Run 1, supply network:
Pins as bars on the die edge.
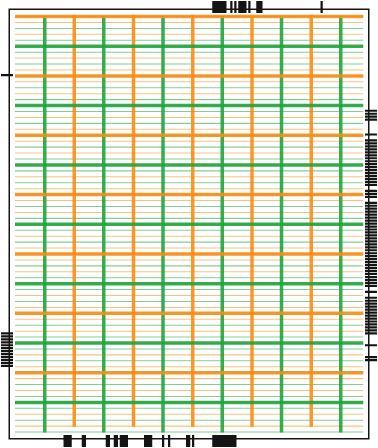
Run 1, selected gate families:
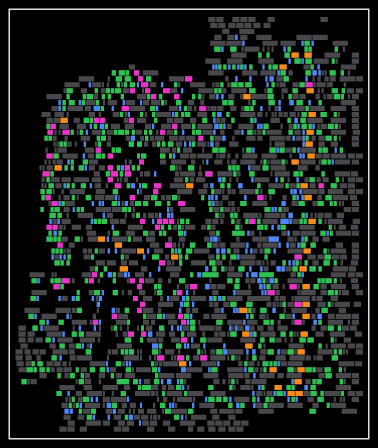
Run 1, clock routing:
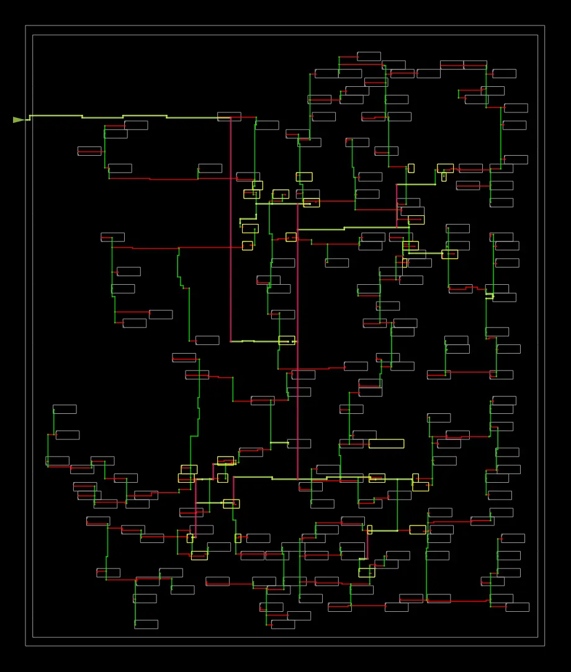
File: config.mk
export PLATFORM = sky130hd
export DESIGN_NAME = mult_div_unit
export DESIGN_NICKNAME = d
export VERILOG_FILES = /design/src/rtl/mips_pkg.sv /design/src/rtl/mdu_negate.sv /design/src/rtl/mult_div_unit.sv
export SDC_FILE = /design/constraint.sdc
export NUM_CORES = 1
export LEC_CHECK = 0
export CORE_ASPECT_RATIO = 1.2
export CORE_MARGIN = 2
export CORE_UTILIZATION = 45
export CTS_BUF_LIST = sky130_fd_sc_hd__clkbuf_8
export CTS_CLUSTER_DIAMETER = 30
export DETAILED_ROUTE_END_ITERATION = 7
export PLACE_DENSITY = 0.7
export SLEW_MARGIN = 20
export SYNTH_ARGS = -nofsm -noshare
export SYNTH_HDL_FRONTEND = slang
export SYNTH_SLANG_ARGS = --single-unit
File: constraint.sdc
create_clock -name clk -period 8.97 [get_ports clk]
set_input_delay 1.794 -clock clk [delete_from_list [all_inputs] [get_ports clk]]
set_output_delay 1.794 -clock clk [all_outputs]
set_load 0.005 [all_outputs]
File: src/rtl/mips_pkg.sv
// Shared MIPS datapath definitions: operand width, multiply/divide op codes
// and the multiply/divide FSM state encoding.
package mips_pkg;
  localparam int W = 32;

  localparam logic [2:0] MDU_MULT  = 3'd0;
  localparam logic [2:0] MDU_MULTU = 3'd1;
  localparam logic [2:0] MDU_DIV   = 3'd2;
  localparam logic [2:0] MDU_DIVU  = 3'd3;
  localparam logic [2:0] MDU_MTHI  = 3'd4;
  localparam logic [2:0] MDU_MTLO  = 3'd5;

  typedef enum logic [1:0] {
    IDLE = 2'd0,
    RUN  = 2'd1,
    FIX  = 2'd2
  } mdu_state_e;
endpackage

File: src/rtl/mdu_negate.sv
// Conditional two's-complement negate: y = en ? -x : x.
module mdu_negate #(
  parameter int N = 32
) (
  input  logic         en,
  input  logic [N-1:0] x,
  output logic [N-1:0] y
);
  assign y = en ? ((~x) + N'(1)) : x;
endmodule

File: src/rtl/mult_div_unit.sv
// Iterative multiply/divide unit with architectural HI/LO: radix-2 shift-add
// multiply and restoring divide on magnitudes, sign fixed in a final cycle.
module mult_div_unit
  import mips_pkg::*;
(
  input  logic         clk,
  input  logic         rst,
  input  logic         start,
  input  logic [2:0]   op,
  input  logic [W-1:0] a,
  input  logic [W-1:0] b,
  output logic         busy,
  output logic         done,
  output logic [W-1:0] hi,
  output logic [W-1:0] lo
);
  mdu_state_e state_q, state_d;
  logic [4:0]  cnt_q;
  // p_q holds {partial product/remainder (33b), multiplier/dividend (32b)}
  logic [64:0] p_q;
  logic [31:0] m_q;
  logic        div_q, neg_q, neg_r, dz_q;

  logic        is_signed;
  logic [31:0] a_mag, b_mag;
  logic [32:0] mul_sum, div_shift;
  logic [33:0] div_diff;
  logic [64:0] mul_next, div_next;
  logic [63:0] prod_fix;
  logic [31:0] quo_fix, rem_fix;

  assign is_signed = (op == MDU_MULT) || (op == MDU_DIV);

  mdu_negate #(.N(32)) u_neg_a (.en(is_signed & a[31]), .x(a), .y(a_mag));
  mdu_negate #(.N(32)) u_neg_b (.en(is_signed & b[31]), .x(b), .y(b_mag));

  // Multiply step: add multiplicand if multiplier LSB set, then shift right.
  assign mul_sum  = p_q[64:32] + (p_q[0] ? {1'b0, m_q} : 33'd0);
  assign mul_next = {1'b0, mul_sum, p_q[31:1]};

  // Divide step: shift in next dividend bit, trial subtract, restore on borrow.
  assign div_shift = {p_q[63:32], p_q[31]};
  assign div_diff  = {1'b0, div_shift} - {2'b00, m_q};
  assign div_next  = div_diff[33] ? {div_shift, p_q[30:0], 1'b0}
                                  : {div_diff[32:0], p_q[30:0], 1'b1};

  mdu_negate #(.N(64)) u_fix_prod (.en(neg_q), .x(p_q[63:0]),  .y(prod_fix));
  mdu_negate #(.N(32)) u_fix_quo  (.en(neg_q), .x(p_q[31:0]),  .y(quo_fix));
  mdu_negate #(.N(32)) u_fix_rem  (.en(neg_r), .x(p_q[63:32]), .y(rem_fix));

  always_comb begin
    state_d = state_q;
    case (state_q)
      IDLE:    if (start && !op[2]) state_d = RUN;
      RUN:     if (cnt_q == 5'd31) state_d = FIX;
      FIX:     state_d = IDLE;
      default: state_d = IDLE;
    endcase
  end

  always_ff @(posedge clk) begin
    if (rst) begin
      state_q <= IDLE;
      cnt_q   <= 5'd0;
      busy    <= 1'b0;
      done    <= 1'b0;
      hi      <= '0;
      lo      <= '0;
      p_q     <= '0;
      m_q     <= '0;
      div_q   <= 1'b0;
      neg_q   <= 1'b0;
      neg_r   <= 1'b0;
      dz_q    <= 1'b0;
    end else begin
      state_q <= state_d;
      busy    <= (state_d != IDLE);
      done    <= (state_q == FIX);
      case (state_q)
        IDLE: begin
          if (start) begin
            if (!op[2]) begin
              p_q   <= {33'd0, a_mag};
              m_q   <= b_mag;
              div_q <= op[1];
              neg_q <= is_signed & (a[31] ^ b[31]);
              neg_r <= is_signed & a[31];
              dz_q  <= (b == '0);
              cnt_q <= 5'd0;
            end else if (op == MDU_MTHI) begin
              hi <= a;
            end else if (op == MDU_MTLO) begin
              lo <= a;
            end
          end
        end
        RUN: begin
          p_q   <= div_q ? div_next : mul_next;
          cnt_q <= cnt_q + 5'd1;
        end
        FIX: begin
          if (div_q) begin
            hi <= rem_fix;
            lo <= dz_q ? '1 : quo_fix;
          end else begin
            hi <= prod_fix[63:32];
            lo <= prod_fix[31:0];
          end
        end
        default: ;
      endcase
    end
  end
endmodule

==> qor.yml, run 1 <==
status: "completed"
ys_seq_share: 0.252
rsz0062_at_grt: "false"
synth.area.top_cells: "dfxtp_1 25%, nor2_1 6.4%, a21oi_1 6.4%, ha_1 6.3%, xnor2_1 5.5%"
rows: 70
cts_resized: 0
cp-start-kind: "input pin"
relSlewSlack: 0.230
die_area_um2: 32200
syn2layout_area_growth_pct: 13.5
fin_tns_setup_ns: 0
ys_warn_count: 0
power_density_nw_per_um2: 136
clockBufferDepth: 2
h-tree-depth: 4
drt_iter0_markers: 1039
critPathMaxFanout: 5
post-dp-hpwl_mm: 35.0
port_buffers: 135
edf_count: 0
drive_gt1_frac: 0.0442
ys_types: 75
ios: 136
hold_viol_final: 0
grt_pass1_vias: 13400
root_buffer: "clkbuf_8"
maxCapViolCount: 0
top_area_frac: 0.252
nNetsFinal: 2055
grt_pass1_wl_mm: 72.4
worst_slew_pin_slew_ns: 1.15
clockPowerShare: 0.253
required_ns: 9.37
leakagePower_nw: 5.95
p_int_w: 0.00133
antennaDiodeCount: 0
final.min_clock_period_ns: 4.59
hold_buffers: 0
most_common_cell: "nor2_1"
dpl_worst_slack_ns: 3.89
synthArstFlopShare: 0
cts_made_buffers: 17
post_cts_buffers: 0
switchingPower_w: 0.000815
final_util: 0.517
dpl.cell_count: 2290
routed_wl_mm: 46.6
dr_total_vias: 14200
yosys_area_um2: 13800
top_cells_by_count: "236 x nor2_1, 181 x nand2_1, 176 x a21oi_1"
worstSetupPathType: "input pin to register"
synth.avg_cell_area_um2: 7.40
place_area_um2: 15300
syn-num-nets: 2012
synth_cells: 1870
drc: 0
fmax_mhz: 218
ant_nets: 0
share_seq_of_total_power: 0.413
synth_flops: 174
top_area_cell: "dfxtp_1"
clk_latency_ns: 0.49
synthFlopType: "dfxtp_1"
p_comb_frac: 0.334
routed_via_density: 6.12
antenna_found_initial: 0
cts_tree: "built"
min_period_over_period: 0.512
slew_violations: 0
switching_share: 0.380
clk_pin_slew_ns: 0.09
grt_use_total: 0.284
place.gp.congestion: 0.916
drt-wirelength-per-cell_um: 20.1
crit_arrival_ns: 4.99
syn_area_um2: 13800
die_w_um: 164
setup_viol: 0
dr.pass1.iters: 5
warnings: 26
yosys_cells: 1870
fin_area_um2: 15700
grt-ovfl-total: 0
holdCritPathClass: "register to register"
-- 'supply network' (at the start) --
[VSS] green
[VDD] orange
rows: 70
signal pins: 136
core area: 30400 um^2
Die H: 196 um

-- 'selected gate families' (at the start) --
[aoi and oai cells] green | cells: 529 | where: all over the die
[nor cells] blue | cells: 295
[mux cells] orange | cells: 38
[non-inverting ao/oa cells] magenta | cells: 79
logic share of the area: 0.616
Non-Filler Instances: 2321
Top cell excl fill/tap: nor2_1

-- 'clock routing' (at the start) --
Final Skew: 0.0126 ns
# clock sinks: 174
flop count: 174

-- run 1: metal layers --
layer	track usage	share of wire
met5	0	0
met4	0.177	0.064
met3	0.0338	0.053
met2	0.485	0.48
met1	0.335	0.41
-- run 1: kinds of logic (layout without fill, tap and decap cells) --
logic type,after synthesis,count (layout),synth area share
AND/OR/NAND/NOR,629,629,0.209
AND-OR/OR-AND,608,608,0.291
buffers and inverters,187,242,0.0520
flip-flops,174,174,0.252
XOR/XNOR,162,162,0.103
adder cells (fa/ha/maj),72,72,0.0662
multiplexers,38,38,0.0277
-- run 1: power groups by stage --
stage                     sequential (W)  combinational (W)  clock [W]
final                           0.000886           0.000715   0.000542
after global routing            0.000893           0.000779   0.000576
after CTS                       0.000885           0.000706   0.000545
after detailed placement        0.000903           0.000703          0
after global placement          0.000902           0.000693          0
after floorplan                 0.000873           0.000506          0
-- run 1: stage by stage --
stage                     power [W]  hold WS, ns
after global routing        0.00225        0.468
after CTS                   0.00214        0.455
after floorplan             0.00138        0.429
after global placement      0.00160        0.440
after detailed placement    0.00161        0.443
final                       0.00214        0.454
-- run 1: cell type report --
class / instances / area, um^2
Tap cell: 396 / 495
Timing Repair Buffer: 150 / 1460
Multi-Input combinational cell: 1509 / 9680
Sequential cell: 174 / 3480
Fill cell: 2990 / 14700
Clock buffer: 19 / 262
Inverter: 61 / 229
Clock inverter: 12 / 96.3
-- run 1: flip-flops by register name (all words and copies together), names as in the netlist --
register / flops
p_q: 65
hi: 32
lo: 32
m_q: 32
cnt_q: 5
state_q: 2
busy: 1
div_q: 1
done: 1
dz_q: 1
neg_q: 1
neg_r: 1
-- run 1: critical path, cell delays in order --
cell	delay, ns
clkdlybuf4s50_1	0.45
or4_1	0.56
or3_1	0.36
or3_1	0.35
or3_1	0.35
or4_1	0.52
o31ai_1	0.27
xor2_1	0.10
a211oi_1	0.23
-- run 1: worst paths after layout --
kind                                     startpoint                   end  slack (ns)  cells after the start
worst min-delay path            lo[24]$_SDFFE_PP0P_   lo[24]$_SDFFE_PP0P_        0.45                      2
worst max register to register  p_q[0]$_SDFFE_PP0P_  p_q[62]$_SDFFE_PP0P_        4.70                     12
worst min register to register  lo[24]$_SDFFE_PP0P_   lo[24]$_SDFFE_PP0P_        0.45                      2
worst max-delay path                          b[12]  m_q[26]$_SDFFE_PP0P_        4.38                      9
-- run 1: cells in the final DEF, fill, tap and decap left out, types with 16 or more instances in the layout --
cell type and count:
nor2_1 232, nand2_1 181, a21oi_1 176, dfxtp_1 173, clkdlybuf4s50_1 134, o21ai_0 110
xnor2_1 87, xor2_1 75, ha_1 70, inv_1 63, a211oi_1 60, a21o_1 37
mux2i_1 36, o221ai_1 36, nand3_1 33, or3_1 30, nor3_1 30, o31ai_1 23
nand2b_1 22, o211ai_1 20, clkbuf_8 19, buf_4 16
Run 1, a small window of the routed layout:
Region (16, 122) to (66, 172) um. Cells in grey, sequential cells in the stronger grey; small squares are vias.
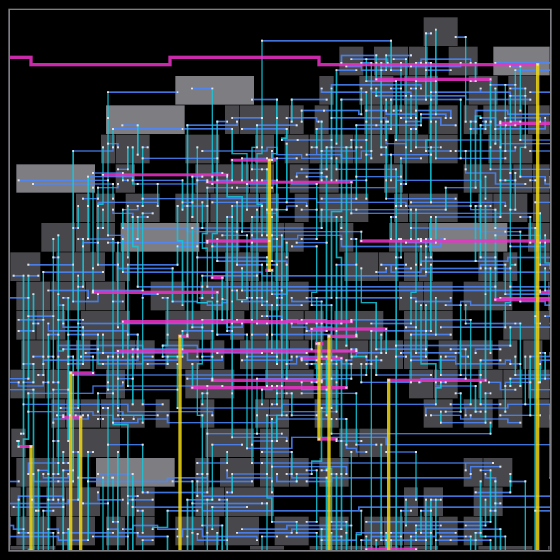

==> inputs of run 2 (changes only) <==
==> constraint.sdc (replaced) <==
create_clock -name clk -period 4.3 [get_ports clk]
set_input_delay 0.86 -clock clk [delete_from_list [all_inputs] [get_ports clk]]
set_output_delay 0.86 -clock clk [all_outputs]
set_load 0.005 [all_outputs]
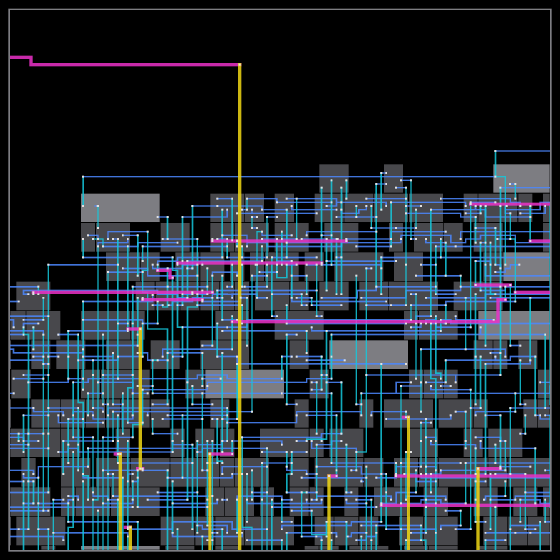
Run 2: a small window of the routed layout
Region (16, 122) to (66, 172) um. Cells in grey, sequential cells in the stronger grey; small squares are vias.
[metal 1] blue
[metal 2] cyan
[metal 4] yellow
[metal 3] magenta
sequential cells in the window: 6
most frequent: a21oi_1 (21), ha_1 (17)
netlist names of flops here include: p_q (6)
cells with their middle in the window: 147

==> qor.yml, run 2 <==
ant_nets: 0  # unchanged
power_density_nw_per_um2: 284  # +110%
maxCapViolCount: 0  # unchanged
routed_wl_mm: 47.2  # +1.3%
grt_pass1_wl_mm: 73.7  # +1.8%
holdCritPathClass: "register to register"
post-dp-hpwl_mm: 36.1  # +3.2%
grt_pass1_vias: 13600  # +1.2%
synth.avg_cell_area_um2: 7.40  # unchanged
die_area_um2: 32200  # unchanged
top_area_cell: "dfxtp_1"
ff2ff_setup_slack_ns: 0.48  # -4.22 ns
edf_count: 0  # unchanged
status: "completed"
top_area_frac: 0.252  # unchanged
dr.pass1.iters: 6  # +1
leakagePower_nw: 6.12  # +2.9%
grt_use_total: 0.290  # +0.00629
p_comb_frac: 0.337  # +0.003
switchingPower_w: 0.00169  # +110%
h-tree-depth: 4  # unchanged
cp-start-kind: "register"
place.gp.congestion: 0.962  # +5.0%
core_um2: 30400  # unchanged
synthFlopType: "dfxtp_1"
slew_violations: 0  # unchanged
cts_resized: 0  # unchanged
largest_register_ffs: 65  # unchanged
reg2regPathDepth: 12  # unchanged
clockBufferDepth: 2  # unchanged
top_register: "p_q"
layout.cells.most_common_list: "233 x nor2_1, 181 x nand2_1, 176 x a21oi_1"
root_buffer: "clkbuf_8"
die_w_um: 164  # unchanged
share_seq_of_total_power: 0.405  # -0.008
hold_buffers: 0  # unchanged
rows: 70  # unchanged
rsz0062_at_grt: "false"
crit_family: "AND-OR/OR-AND gates"
required_ns: 4.67  # -4.70 ns
max_stage_delay_ns: 0.54  # -0.02 ns
clk_pin_slew_ns: 0.09  # about the same
ys_warn_count: 0  # unchanged
drt-wirelength-per-cell_um: 20.0  # -0.11%
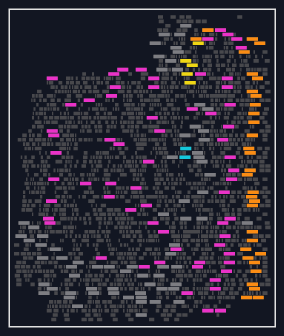
Run 2: where the registers sit
Other sequential cells in the stronger grey, the rest of the logic in the fainter grey.
[lo] orange | flops: 32 | where: a vertical strip on the right
[cnt_q] yellow | flops: 5
[state_q] cyan | flops: 2
[p_q] magenta | flops: 65 | where: all over the die
not coloured: 70
Seq/total area: 0.218
final core utilization: 0.526
Sequential Power: 0.00184 W
register area: 3480 um^2

-- run 2: netlist changes by cell type in the layout (fill, tap and decap cells not counted) --
cell / change
and2_1: -1
bufinv_16: +1
clkinv_2: -1
inv_2: -1
nor2_1: +1
and2_0: +1
inv_1: +1
nor2_2: -1
inv_6: -1
buf_4: +33
clkinv_4: +1
-- run 2: routing by layer --
metal / part of all wire / vias to the layer above / track usage
met5: 0 / - / 0
met4: 0.069 / 0 / 0.186
met3: 0.056 / 122 / 0.0349
met2: 0.48 / 556 / 0.500
met1: 0.40 / 6788 / 0.336
li1: - / 6950 / -
-- run 2: cell families (layout without fill, tap and decap cells) --
kind of cell / Yosys count / after routing / share of synthesized area
buf+inv: 187 / 275 / 0.0520
simple gates: 629 / 629 / 0.209
fa+ha+maj: 72 / 72 / 0.0662
compound gates: 608 / 608 / 0.291
flops: 174 / 174 / 0.252
xor+xnor: 162 / 162 / 0.103
mux: 38 / 38 / 0.0277
-- run 2: area by class of cell --
cell class,instances,area [um^2]
clock buffer,19,262
clock inverter,12,121
fill,2920,14400
inverter,61,229
multi-input combinational,1509,9670
sequential,174,3480
tap,396,495
timing repair buffer,183,1710
-- run 2: stage by stage --
stage	cell area, um^2	power [W]	setup slack (ns)	utilization	cells
floorplan	13800	0.00288	0.785	-	1870
global route	16000	0.00477	0.359	0.526	2354
detailed placement	15600	0.00337	0.125	0.513	2323
CTS	16000	0.00453	0.618	0.526	2354
global placement	15600	0.00335	0.181	0.513	2323
finish	16000	0.00454	0.485	0.526	2354
-- run 2: power by group through the flow --
| stage | registers, W | clock network (W) | logic (W) |
|---|---|---|---|
| finish | 0.00184 | 0.00117 | 0.00153 |
| global route | 0.00185 | 0.00125 | 0.00167 |
| CTS | 0.00183 | 0.00119 | 0.00151 |
| detailed placement | 0.00187 | 0 | 0.00150 |
| global placement | 0.00187 | 0 | 0.00148 |
| floorplan | 0.00182 | 0 | 0.00106 |
-- run 2: path summary, 6_finish.rpt --
| check | start | endpoint |
|---|---|---|
| worst max register to register | p_q[0]$_SDFFE_PP0P_ | p_q[62]$_SDFFE_PP0P_ |
| worst min register to register | lo[4]$_SDFFE_PP0P_ | lo[4]$_SDFFE_PP0P_ |
| worst min-delay path | lo[4]$_SDFFE_PP0P_ | lo[4]$_SDFFE_PP0P_ |
| worst max-delay path | p_q[0]$_SDFFE_PP0P_ | p_q[62]$_SDFFE_PP0P_ |
-- run 2: worst reg2reg max path, delay by kind of cell, from the launching register on --
family	cells	cell delay, ns
AOI/OAI and AO/OA	8	2.39
DFF	1	0.50
adders and majority gates	1	0.26
buffers and inverters	1	0.24
muxes	1	0.19
and+or+nand+nor	1	0.14
Power and IR drop assume default switching activity.
